## config.mk

```make
export PLATFORM = sky130hd
export DESIGN_NAME = mem_arbiter
export DESIGN_NICKNAME = d
export VERILOG_FILES = /design/src/rtl/mem_arbiter.sv
export SDC_FILE = /design/constraint.sdc
export NUM_CORES = 1
export LEC_CHECK = 0
export CORE_ASPECT_RATIO = 0.75
export CORE_MARGIN = 3
export CORE_UTILIZATION = 30
export CTS_BUF_LIST = sky130_fd_sc_hd__clkbuf_16
export DETAILED_ROUTE_END_ITERATION = 7
export GPL_TIMING_DRIVEN = 0
export PLACE_DENSITY = 0.56
export REMOVE_ABC_BUFFERS = 1
export SLEW_MARGIN = 5
export SYNTH_ARGS = -nofsm -noshare
export SYNTH_HDL_FRONTEND = slang
export SYNTH_SLANG_ARGS = --single-unit
```

## constraint.sdc

```tcl
create_clock -name clock -period 3.4 [get_ports clock]
set_input_delay 0.51 -clock clock [delete_from_list [all_inputs] [get_ports clock]]
set_output_delay 0.51 -clock clock [all_outputs]
set_load 0.005 [all_outputs]
```

## src/rtl/mem_arbiter.sv

```systemverilog
// Two-to-one arbiter sharing one downstream memory port between the instruction
// and data request ports, with one-deep request buffering per side.
module mem_arbiter #(
  parameter int unsigned D_STREAK_MAX = 4
) (
  input  logic        clock,
  input  logic        reset,
  input  logic        imemory_valid,
  input  logic        imemory_instr,
  input  logic [31:0] imemory_addr,
  input  logic [31:0] imemory_wdata,
  input  logic [3:0]  imemory_wstrb,
  output logic [31:0] imemory_rdata,
  output logic        imemory_ready,
  input  logic        dmemory_valid,
  input  logic        dmemory_instr,
  input  logic [31:0] dmemory_addr,
  input  logic [31:0] dmemory_wdata,
  input  logic [3:0]  dmemory_wstrb,
  output logic [31:0] dmemory_rdata,
  output logic        dmemory_ready,
  output logic        mem_valid,
  output logic        mem_instr,
  output logic [31:0] mem_addr,
  output logic [31:0] mem_wdata,
  output logic [3:0]  mem_wstrb,
  input  logic [31:0] mem_rdata,
  input  logic        mem_ready
);

  localparam int unsigned STREAK_W = 4;

  typedef struct packed {
    logic        instr;
    logic [31:0] addr;
    logic [31:0] wdata;
    logic [3:0]  wstrb;
  } req_t;

  typedef enum logic [1:0] {IDLE, BUSY_I, BUSY_D} state_t;

  state_t              state, state_nxt;
  req_t                ipend, ipend_nxt, dpend, dpend_nxt;
  logic                ipend_v, ipend_v_nxt, dpend_v, dpend_v_nxt;
  logic [STREAK_W-1:0] d_streak, d_streak_nxt;
  req_t                i_live, d_live, i_sel, d_sel;
  logic                i_cand, d_cand, grant_i, grant_d;

  // Live pulse wins over its buffer when selecting the issue source
  always_comb begin
    i_live = {imemory_instr, imemory_addr, imemory_wdata, imemory_wstrb};
    d_live = {dmemory_instr, dmemory_addr, dmemory_wdata, dmemory_wstrb};
    i_sel  = imemory_valid ? i_live : ipend;
    d_sel  = dmemory_valid ? d_live : dpend;
    i_cand = imemory_valid | ipend_v;
    d_cand = dmemory_valid | dpend_v;
  end

  always_comb begin
    state_nxt     = state;
    ipend_nxt     = ipend;
    ipend_v_nxt   = ipend_v;
    dpend_nxt     = dpend;
    dpend_v_nxt   = dpend_v;
    d_streak_nxt  = d_streak;
    grant_i       = 1'b0;
    grant_d       = 1'b0;
    mem_valid     = 1'b0;
    {mem_instr, mem_addr, mem_wdata, mem_wstrb} = '0;
    imemory_ready = 1'b0;
    imemory_rdata = '0;
    dmemory_ready = 1'b0;
    dmemory_rdata = '0;

    case (state)
      IDLE: begin
        // Reset gating keeps every output low while reset is held
        if (reset) begin
          grant_d = d_cand && (!i_cand || (d_streak != STREAK_W'(D_STREAK_MAX)));
          grant_i = i_cand && !grant_d;
        end
        if (grant_d) begin
          mem_valid   = 1'b1;
          {mem_instr, mem_addr, mem_wdata, mem_wstrb} = d_sel;
          dpend_v_nxt = 1'b0;
          state_nxt   = BUSY_D;
          if (!i_cand)
            d_streak_nxt = '0;
          else if (d_streak != {STREAK_W{1'b1}})
            d_streak_nxt = d_streak + STREAK_W'(1);
        end else if (grant_i) begin
          mem_valid    = 1'b1;
          {mem_instr, mem_addr, mem_wdata, mem_wstrb} = i_sel;
          ipend_v_nxt  = 1'b0;
          state_nxt    = BUSY_I;
          d_streak_nxt = '0;
        end
      end
      BUSY_I: begin
        if (mem_ready) begin
          imemory_ready = 1'b1;
          imemory_rdata = mem_rdata;
          state_nxt     = IDLE;
        end
      end
      BUSY_D: begin
        if (mem_ready) begin
          dmemory_ready = 1'b1;
          dmemory_rdata = mem_rdata;
          state_nxt     = IDLE;
        end
      end
      default: state_nxt = IDLE;
    endcase

    // Any live pulse not issued this cycle is parked in its buffer
    if (imemory_valid && !grant_i) begin
      ipend_nxt   = i_live;
      ipend_v_nxt = 1'b1;
    end
    if (dmemory_valid && !grant_d) begin
      dpend_nxt   = d_live;
      dpend_v_nxt = 1'b1;
    end
  end

  always_ff @(posedge clock or negedge reset) begin
    if (!reset) begin
      state    <= IDLE;
      ipend    <= '0;
      ipend_v  <= 1'b0;
      dpend    <= '0;
      dpend_v  <= 1'b0;
      d_streak <= '0;
    end else begin
      state    <= state_nxt;
      ipend    <= ipend_nxt;
      ipend_v  <= ipend_v_nxt;
      dpend    <= dpend_nxt;
      dpend_v  <= dpend_v_nxt;
      d_streak <= d_streak_nxt;
    end
  end

endmodule

```

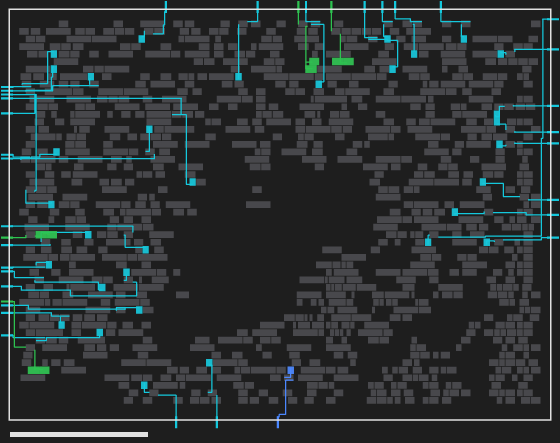
run_1/io_fan.png
Scale bar: 50 um.
cyan -> mem_addr  # bits 32, direction output, edge 15 left, 8 right, 7 top, 2 bottom, end cells 32, buffers 32, wire 1,160 um
green -> dmemory_wstrb  # bits 4, direction input, edge 2 top, 2 left, end cells 8, buffers 4, wire 89.3 um
blue -> mem_instr  # bits 1, direction output, edge bottom, end cells 1, buffers 1, wire 25.0 um
num ports: 311
PortBufs: 310

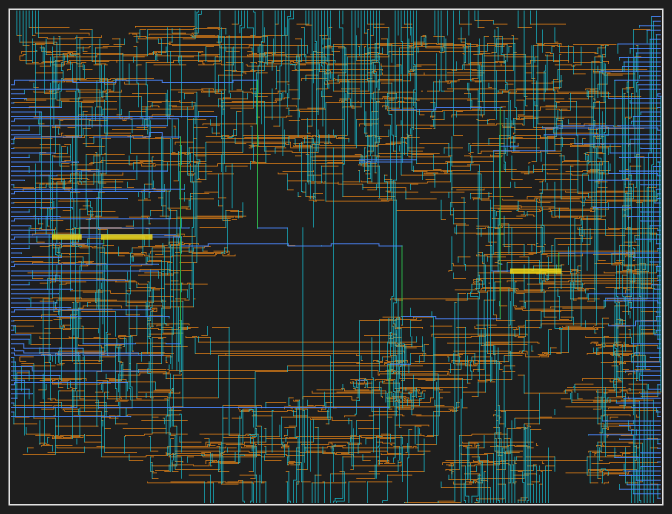
run_1/wires.png
cyan -> metal 2  # wire length 12,400 um
orange -> metal 1  # wire length 11,700 um
yellow -> metal 5  # wire length 35.0 um
green -> metal 4  # wire length 216 um
blue -> metal 3  # wire length 2,670 um
detailed-route via count: 6,502
Total GRT Usage: 0.181

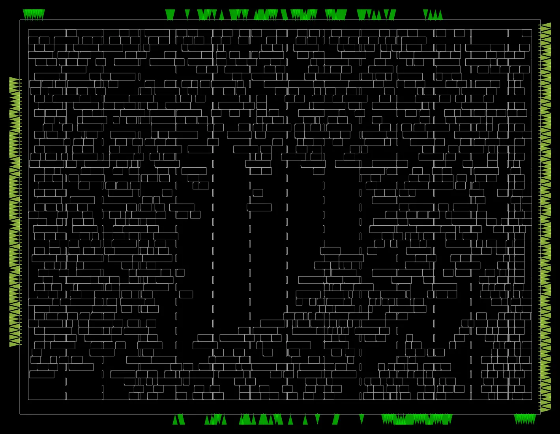
run_1/placement.png
Core Rows: 51
tap cells: 344

==> impl_metrics.ini, run 1 <==
; physical design summary
[synth]
top_cells_by_count = dfrtp_1, mux2i_1, mux2_2
ys_seq_share = 0.454
synth.avg_cell_area_um2 = 12.1
ys_cells = 663
ys_ff = 146
ys_sh_xor = 0
ys_chip_area_um2 = 8050
adder_share = 0.00777
ff_type = dfrtp_1
top_cell = dfrtp_1
syn_area_um2 = 8050
ys_sh_mux = 0.371
ys_sh_aoi = 0.0672
ys_types = 33
simple_gate_area_frac = 0.0642
ys_top_logic_family = multiplexers

[sta]
tightest_slew_ps = 958
fin_crit_sh = 0.971
min_period_ps = 3300
rsz0062_at_grt = no
fin_setup_tns_ps = 0
setup_violations = 0
skew_ps = 11.0

[die]
die_h_um = 148
core-area_um2 = 26200
die-area_um2 = 28800
die_w_um = 195

[route]
wirelength_um = 27000
antenna_left = 0
drt-initial-drc-count = 285
drc = 0
routed_via_density = 4.98

[worst_setup_path]
crit_path_start = dmemory_valid
cp_top_family = buffers and inverters
slowest_stage = clkdlybuf4s50_1
cp.arrival_ps = 2790
crit_chain = buf_6, buf_16, or2_1, o21ai_4, nand2b_4, buf_4, o22ai_1, clkdlybuf4s50_1
path_class = input pin to output pin
start_kind = input pin
critPathBufInv = 4

[power_and_ir_drop]
total_power_w = 0.00744
share_comb_of_total_power = 0.421
vdd_ir_drop_max_mv = 0.315
leakage_nw = 5.35
maxPowerGroup = combinational logic
pg_clk_w = 0.00181
clkPwrFrac = 0.243
internal_power_w = 0.00513

[global_routing]
grt_max_degree = 105
grt_pass1_wl_um = 40000
antenna_found_initial = 3
overflow = 0

[run]
maxCapViolCount = 0

[clocking]
clkTransAtPathRegs_ps = 60
htree_num_levels = 4
cts_tree = built
cts.sinks = 146
cts_root_buffer = clkbuf_16
clockBufferDepth = 2

[finish]
nets = 1130
fill_cells = 2403

[placement]
place_hpwl_um = 18000
pre_cts_ws_ps = -640

[run_status]
status = completed
## run 1: flip-flops by register name, indices dropped and copies added (netlist names)
signal and count:
dpend 69, ipend 69, d_streak 4, state 2, dpend_v 1, ipend_v 1
## run 1: per-layer routing
layer  routed length, um  track usage  vias up
met5                  34            0        -
met4                 215       0.0356        6
met3                2670       0.0827       19
met2               12400        0.292      210
met1               11700        0.226     3191
li1                    -            -     3076
## run 1: final timing paths
check | to | slack, ps | depth (start not counted)
worst max-delay path | mem_addr[20] | 100 | 8
worst min-delay path | dpend[40] | 90 | 2
worst max register to register | ipend[24] | 660 | 8
worst min register to register | dpend[52] | 490 | 1
max in group asynchronous | dpend[10] | 2780 | 2
min in group clock | dpend[52] | 490 | 1
## run 1: repair_timing
action,in CTS,in global routing
buffers inserted,2,4
pin swaps,1,2
hold buffers,1,0
cloned,3,0
resized,5,1
endpoints found under the setup margin,69,35
hold endpoints to repair,42,0
## run 1: metrics by stage
stage / instances / utilization / area [um^2] / hold slack [ps]
3_5_place_dp: 1265 / 0.441 / 11500 / 438
4_1_cts: 1302 / 0.467 / 12200 / 77.6
2_1_floorplan: 602 / - / 7770 / 214
6_report: 1306 / 0.469 / 12300 / 86.0
3_3_place_gp: 1256 / 0.432 / 11300 / 473
5_1_grt: 1306 / 0.469 / 12300 / 91.7
## run 1: final cells by class
cell class | instances | area, um^2 | share of cell area
multi-input cells | 454 | 4180 | 0.341
clock inverters | 14 | 124 | 0.0101
inverters | 4 | 15.0 | 0.00122
clock buffers | 17 | 425 | 0.0347
flip-flops and latches | 146 | 3650 | 0.298
well taps | 344 | 430 | 0.0351
repair buffers | 327 | 3440 | 0.281
## run 1: cells by family after synthesis
family                     after synthesis
AOI/OAI and AO/OA                       85
adders and majority gates                5
buffers and inverters                   65
DFF                                    146
muxes                                  277
and+or+nand+nor                         85
--- run 2 (diff from run 1) ---
Settings changed: CTS_BUF_LIST sky130_fd_sc_hd__clkbuf_16 to unset, SLEW_MARGIN 5 to 30.
==> impl_metrics.ini, run 2 <==
; physical design summary
[synth]
ys_sh_aoi = 0.0672
top_cell = dfrtp_1
ys_sh_xor = 0
ys_ff = 146
ys_top_logic_family = multiplexers
ys_types = 33
synth.avg_cell_area_um2 = 12.1
simple_gate_area_frac = 0.0642
top_cells_by_count = dfrtp_1, mux2i_1, mux2_2
ys_seq_share = 0.454
adder_share = 0.00777
syn_area_um2 = 8050
ys_sh_mux = 0.371

[clocking]
cts_tree = built
clockBufferDepth = 2
cts_root_buffer = clkbuf_16
htree_num_levels = 4
holdBufCountCts = 0

[global_routing]
gr-usage-all-layers = 0.180
grt_pass1_wl_um = 40000
grt_max_degree = 80
antenna_found_initial = 3
overflow = 0

[sta]
whs_ps = 83.2
fin_crit_sh = 0.956
rsz0062_at_grt = yes
min_period_ps = 3250
skew_ps = 8.66

[finish]
nets = 1130
design_area_um2 = 12400
largestRegisters = dpend (69), ipend (69), d_streak (4)
mi_logic_area_um2 = 4180

[run]
maxCapViolCount = 0

[die]
ios = 311
die_w_um = 195

[route]
wirelength_um = 26800
drc = 0

[placement]
place_area_um2 = 11600
place.port_buffers = 310

[worst_setup_path]
r2r-end = ipend[27]
path_class = flip-flop to output pin

[power_and_ir_drop]
leakage_nw = 5.50
vdd_ir_drop_max_mv = 0.466

[run_status]
status = completed
[run 2: cell types whose count changed in the layout (fill, tap and decap cells not counted), moves of 3 or more]
cell	change
buf_16	+4
dlymetal6s2s_1	+6
clkbuf_1	+3
buf_4	-3
clkbuf_8	+4
clkinv_1	-4
clkdlybuf4s50_1	-6
[run 2: cell families after synthesis]
family / after synthesis
simple gates: 85
flops: 146
mux: 277
buf+inv: 65
fa+ha+maj: 5
compound gates: 85
[run 2: through the flow]
stage                      util  worst slack [ps]   TNS, ps  total power, W
after CTS                 0.473              15.3         0         0.00766
after floorplan               -               228         0         0.00395
after global routing      0.474             -3.81     -3.81         0.00801
final                     0.474               148         0         0.00755
after global placement    0.432             -8540  -2323060         0.00559
after detailed placement  0.445              -511    -20480         0.00561
[run 2: worst max-delay path: stages, from the launching register on]
cell and delay, ps:
dfrtp_1 390, inv_1 90, ha_1 150, nand3b_1 170, o21ai_4 340, nand3_4 150, buf_12 200, o22ai_1 200
clkdlybuf4s50_1 630
[run 2: metal layers]
metal,global-route usage,share of wire,vias up
met5,0,0.00090,-
met1,0.224,0.44,3208
met3,0.0740,0.090,20
li1,-,-,3079
met2,0.293,0.46,231
met4,0.0435,0.0092,6
[run 2: layout make-up]
class	instances	area share
multi-input combinational	454	0.337
sequential	146	0.294
timing repair buffer	327	0.285
clock buffer	24	0.0396
tap	344	0.0347
clock inverter	8	0.00817
inverter	4	0.00121
[run 2: where the power goes]
group | switching, W | leakage (nW) | internal, W
Sequential | 0.000236 | 1.71 | 0.00226
Clock | 0.000736 | 0.294 | 0.00116
Combinational | 0.00132 | 3.49 | 0.00183
Total | 0.00230 | 5.50 | 0.00526
[run 2: repair_timing]
action	in CTS	in global routing
pin swaps	1	3
cloned	3	0
resized	5	9
setup buffers	3	1
setup endpoints to repair	69	23
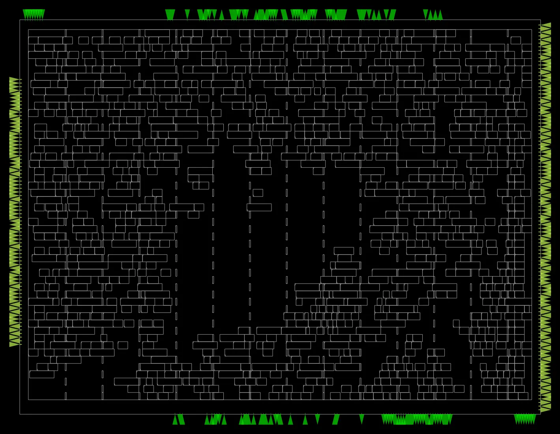
run_2/placement.png
core area: 26,200 um^2
fill count: 2,399

No activity file was given, so power comes from the tool's default toggle rates.
